### Floorplan with the power grid

Scale: 8 px per um. Pins as bars on the die edge.
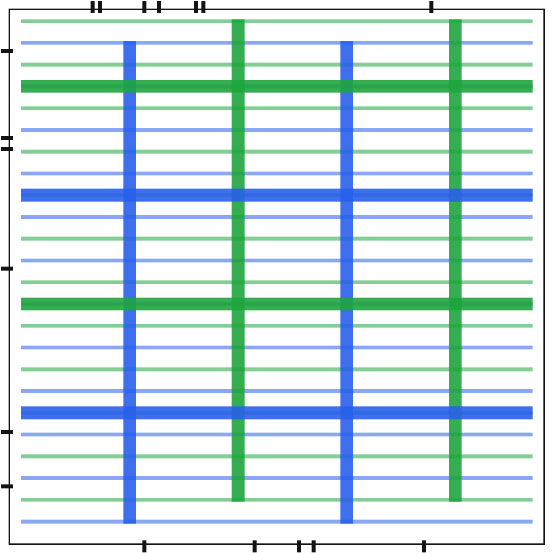
### Cell outlines without signal wires

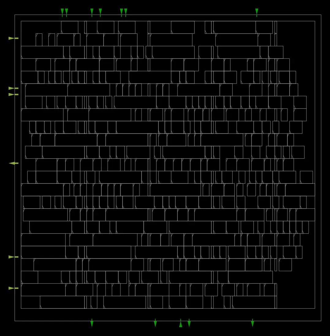
### Routed metal per tile

Scale: 6 px per um. 13 x 13 tiles, from dark purple (low) to yellow (high), scaled to the fullest tile. Values are wire area over tile area, all layers added.
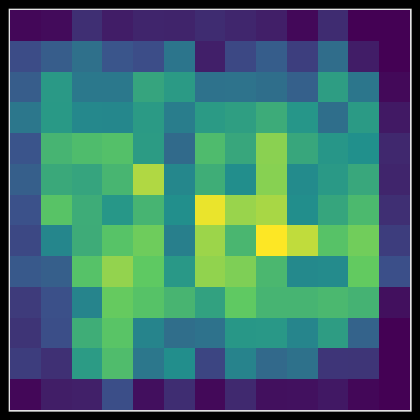
### Sequential cells grouped by signal name

Scale: 6 px per um. Other sequential cells in the stronger grey, the rest of the logic in the fainter grey.
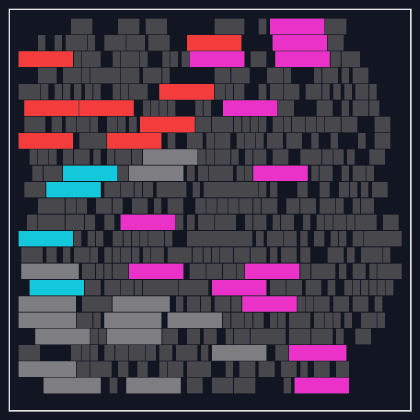
--- config.mk ---
export PLATFORM = sky130hd
export DESIGN_NAME = ps2_host_tx
export DESIGN_NICKNAME = d
export VERILOG_FILES = /design/src/rtl/ps2_host_tx.sv
export SDC_FILE = /design/constraint.sdc
export NUM_CORES = 1
export LEC_CHECK = 0
export ABC_AREA = 1
export CAP_MARGIN = 25
export CORE_UTILIZATION = 54
export CTS_BUF_LIST = sky130_fd_sc_hd__clkbuf_2 sky130_fd_sc_hd__clkbuf_4 sky130_fd_sc_hd__clkbuf_8
export CTS_CLUSTER_SIZE = 8
export DETAILED_ROUTE_END_ITERATION = 16
export PLACE_DENSITY_LB_ADDON = 0.2
export SLEW_MARGIN = 20
export SYNTH_ARGS = -nofsm -noshare
export SYNTH_HDL_FRONTEND = slang
export SYNTH_SLANG_ARGS = --single-unit
export TNS_END_PERCENT = 1
--- constraint.sdc ---
create_clock -name clk256 -period 1.76 [get_ports clk256]
set_clock_uncertainty 0.2 [all_clocks]
set_input_delay 0.264 -clock clk256 [delete_from_list [all_inputs] [get_ports clk256]]
set_output_delay 0.264 -clock clk256 [all_outputs]
set_load 0.005 [all_outputs]
--- src/rtl/ps2_host_tx.sv ---
// ps2_host_tx: PS/2 host-to-device transmitter with request-to-send inhibit, 11-bit frame and device ACK check.
// Optional watchdog enabled by defining PS2_TX_TIMEOUT_EN (aborts when the device stops clocking).
module ps2_host_tx #(
    parameter int INHIBIT_CYCLES = 5000,
    parameter int TIMEOUT_CYCLES = 750000,
    parameter int SYNC_STAGES    = 2
) (
    input  logic       clk256,
    input  logic       reset,
    input  logic [7:0] tx_data,
    input  logic       tx_start,
    input  logic       ps2c_in,
    input  logic       ps2d_in,
    output logic       ps2c_oe,
    output logic       ps2d_oe,
    output logic       busy,
    output logic       done,
    output logic       ack_err
);

    localparam int INH_W = $clog2(INHIBIT_CYCLES + 1);
    localparam logic [INH_W-1:0] INH_LAST = INH_W'(INHIBIT_CYCLES - 1);

    if (SYNC_STAGES < 2 || INHIBIT_CYCLES < 1 || TIMEOUT_CYCLES < 1) begin : g_bad_params
        $error("ps2_host_tx: invalid parameter value");
    end

    typedef enum logic [2:0] {
        IDLE,
        INHIBIT,
        SEND,
        ACK,
        WAIT_IDLE
    } state_t;

    state_t state, state_nx;

    logic [SYNC_STAGES-1:0] c_sync, d_sync;
    logic                   c_prev;
    logic                   c_s, d_s, fall_c;

    logic [7:0]       data_q, data_nx;
    logic             parity_q, parity_nx;
    logic [INH_W-1:0] inh_cnt, inh_cnt_nx;
    logic [3:0]       k, k_nx;
    logic             c_oe_nx, d_oe_nx, busy_nx, done_nx, ack_err_nx;

`ifdef PS2_TX_TIMEOUT_EN
    localparam int WD_W = $clog2(TIMEOUT_CYCLES + 1);
    localparam logic [WD_W-1:0] WD_LAST = WD_W'(TIMEOUT_CYCLES - 1);
    logic [WD_W-1:0] wd_cnt, wd_cnt_nx;
`endif

    // Idle-high line samples, so reset values are 1 to avoid a false falling edge after reset.
    always_ff @(posedge clk256 or negedge reset) begin
        if (!reset) begin
            c_sync <= '1;
            d_sync <= '1;
            c_prev <= 1'b1;
        end else begin
            c_sync <= {c_sync[SYNC_STAGES-2:0], ps2c_in};
            d_sync <= {d_sync[SYNC_STAGES-2:0], ps2d_in};
            c_prev <= c_s;
        end
    end

    assign c_s    = c_sync[SYNC_STAGES-1];
    assign d_s    = d_sync[SYNC_STAGES-1];
    assign fall_c = c_prev & ~c_s;

    always_ff @(posedge clk256 or negedge reset) begin
        if (!reset) begin
            state    <= IDLE;
            data_q   <= '0;
            parity_q <= 1'b0;
            inh_cnt  <= '0;
            k        <= '0;
            ps2c_oe  <= 1'b0;
            ps2d_oe  <= 1'b0;
            busy     <= 1'b0;
            done     <= 1'b0;
            ack_err  <= 1'b0;
`ifdef PS2_TX_TIMEOUT_EN
            wd_cnt   <= '0;
`endif
        end else begin
            state    <= state_nx;
            data_q   <= data_nx;
            parity_q <= parity_nx;
            inh_cnt  <= inh_cnt_nx;
            k        <= k_nx;
            ps2c_oe  <= c_oe_nx;
            ps2d_oe  <= d_oe_nx;
            busy     <= busy_nx;
            done     <= done_nx;
            ack_err  <= ack_err_nx;
`ifdef PS2_TX_TIMEOUT_EN
            wd_cnt   <= wd_cnt_nx;
`endif
        end
    end

    // Pad enables are registered from the next state so they switch cleanly with the state itself.
    always_comb begin
        state_nx   = state;
        data_nx    = data_q;
        parity_nx  = parity_q;
        inh_cnt_nx = inh_cnt;
        k_nx       = k;
        d_oe_nx    = ps2d_oe;
        done_nx    = 1'b0;
        ack_err_nx = ack_err;
`ifdef PS2_TX_TIMEOUT_EN
        wd_cnt_nx  = wd_cnt;
`endif

        case (state)
            IDLE: begin
                if (tx_start && !done) begin
                    data_nx    = tx_data;
                    parity_nx  = ~^tx_data;
                    ack_err_nx = 1'b0;
                    inh_cnt_nx = '0;
                    state_nx   = INHIBIT;
                end
            end
            INHIBIT: begin
                if (inh_cnt == INH_LAST) begin
                    k_nx     = '0;
                    state_nx = SEND;
`ifdef PS2_TX_TIMEOUT_EN
                    wd_cnt_nx = '0;
`endif
                end else begin
                    inh_cnt_nx = inh_cnt + 1'b1;
                end
            end
            SEND: begin
                if (fall_c) begin
                    if (k < 4'd8) begin
                        d_oe_nx = ~data_q[k[2:0]];
                    end else if (k == 4'd8) begin
                        d_oe_nx = ~parity_q;
                    end else begin
                        d_oe_nx  = 1'b0;
                        state_nx = ACK;
                    end
                    if (k != 4'd9) begin
                        k_nx = k + 1'b1;
                    end
                end
            end
            ACK: begin
                if (fall_c) begin
                    ack_err_nx = d_s;
                    state_nx   = WAIT_IDLE;
                end
            end
            WAIT_IDLE: begin
                if (c_s && d_s) begin
                    done_nx  = 1'b1;
                    state_nx = IDLE;
                end
            end
            default: state_nx = IDLE;
        endcase

`ifdef PS2_TX_TIMEOUT_EN
        // Every device clock edge restarts the watchdog; a silent device aborts the frame.
        if (state == SEND || state == ACK || state == WAIT_IDLE) begin
            if (fall_c) begin
                wd_cnt_nx = '0;
            end else if (wd_cnt == WD_LAST) begin
                state_nx   = IDLE;
                done_nx    = 1'b1;
                ack_err_nx = 1'b1;
            end else begin
                wd_cnt_nx = wd_cnt + 1'b1;
            end
        end
`endif

        c_oe_nx = (state_nx == INHIBIT);
        if (state_nx == INHIBIT) begin
            d_oe_nx = (inh_cnt_nx == INH_LAST);
        end else if (state_nx != SEND) begin
            d_oe_nx = 1'b0;
        end
        busy_nx = (state_nx != IDLE);
    end

endmodule

==> results.py <==
# Physical implementation metrics
metrics = {
    "status": {
        "status": "finished, violations left",
        "violations": "setup timing",
    },
    "logic_synthesis": {
        "async_flop_share": 1.00,
        "synthCells": 297,
        "most_common_cell": "nand2_1",
        "adder_share": 0.0222,
        "area_leaders": "dfrtp_1 38%, nand2_1 13%, inv_1 6.8%",
        "ys_sh_aoi": 0.0726,
        "seq_area_frac_synth": 0.435,
        "xor_area_frac": 0.0349,
        "yosysTopAreaCell": "dfrtp_1",
        "syn_avg_cell_area_um2": 7.60,
        "edf_count": 0,
        "flop_cell": "dfrtp_1",
        "syn_nets": 314,
    },
    "layout": {
        "largest_reg_flops": 13,
        "logic_area_mm2": 0.00116,
        "largestClassByArea": "multi-input combinational cells",
        "sh_seq_area": 0.315,
        "inv_count": 44,
        "seq_area_um2": 986,
        "nClkBuffers": 5,
        "multi_input_comb_cells": 212,
        "clock_area_frac": 0.0359,
        "layout-drive-gt1-share": 0.308,
        "final_area_mm2": 0.00313,
    },
    "global_route": {
        "met1_usage": 0.323,
        "grt-ovfl-total": 0,
        "grt-busiest-layer": "met2",
        "gr-usage-met2": 0.542,
        "grt_max_degree": 40,
    },
    "floorplan": {
        "io_pins": 18,
        "chip_area_mm2": 0.00444,
        "initial_core_util": 0.565,
    },
    "cts": {
        "cts_tree": "yes",
        "clkSinkCount": 39,
        "root_buffer": "clkbuf_8",
        "post-cts-setup-buffers": 2,
        "cts-hold-fix-buffers": 1,
    },
    "critical_path": {
        "crit_path_max_incr_delay_ns": 0.42,
        "critPathSlowestCell": "dfrtp_1",
        "worstPathBufferInverterCount": 1,
        "cp_data_required_time_ns": 1.78,
        "path_delay_family": "simple AND/OR/NAND/NOR gates",
        "crit_fanout": 7,
        "r2r-start": "inh_cnt[0]",
        "cp-start-kind": "flip-flop",
        "cp_data_arrival_time_ns": 2.14,
        "path_cells": "ha_4 > nand2_4 > inv_2 > nand2_2 > nor2_4 > nand3_4 > nand2_4 > nand2_2 > nand2_2 > nand2_2 > nor2_1 > nand3_1 > nor2_1 > nor2_1 > nor2_1",
    },
    "timing": {
        "finalWorstSetupSlack_ns": -0.358,
        "whs_ns": 0.160,
        "relSlewSlack": 0.674,
        "post-route-period-util": 1.20,
        "setup_violations": 6,
        "maxSlewViolCount": 0,
        "rsz0062_at_grt": "true",
    },
    "power": {
        "combPwrFrac": 0.057,
        "power.share.sequential": 0.524,
        "p_sw_mw": 0.386,
    },
    "min_path": {
        "hp-start": "d_sync[0]",
        "hold_depth": 0,
    },
    "route": {
        "wl_met2_um": 3290,
        "route.detailed.drc": 0,
        "wl_met3_um": 169,
        "drtAntennaViolNets": 0,
        "drt-pass1-iter-count": 4,
    },
    "flow_run": {
        "warning_count": 31,
    },
    "placement": {
        "post-place-ws_ns": -0.403,
        "place_hpwl_um": 4310,
        "place.gp.congestion": 0.872,
    },
}
About 'Floorplan with the power grid':
| net | colour |
|---|---|
| VDD | green |
| VSS | blue |
met1 rails: 24
met5 straps: 4
met4 straps: 4
signal pins: 18
rows: 23
area of the core: 0.00400 mm^2
peak supply drop: 0.000740 V
die height: 66.7 um

About 'Cell outlines without signal wires':
Post-Layout Cell Count: 433
Filler cells: 292
num rows: 23
Well Taps: 50
flip-flops: 39

About 'Routed metal per tile':
tiles over half the peak: 41%
mean over tiles: 0.21
densest ninth of the die: middle
Post-Route WL: 5900 um
GRT Resource Usage Total: 0.292
Vias: 2221

About 'Sequential cells grouped by signal name':
| netlist name | colour | placed flops |
|---|---|---|
| data_q | red | 8 |
| k | cyan | 4 |
| inh_cnt | magenta | 13 |
not coloured: 14

Power and IR drop assume default switching activity.
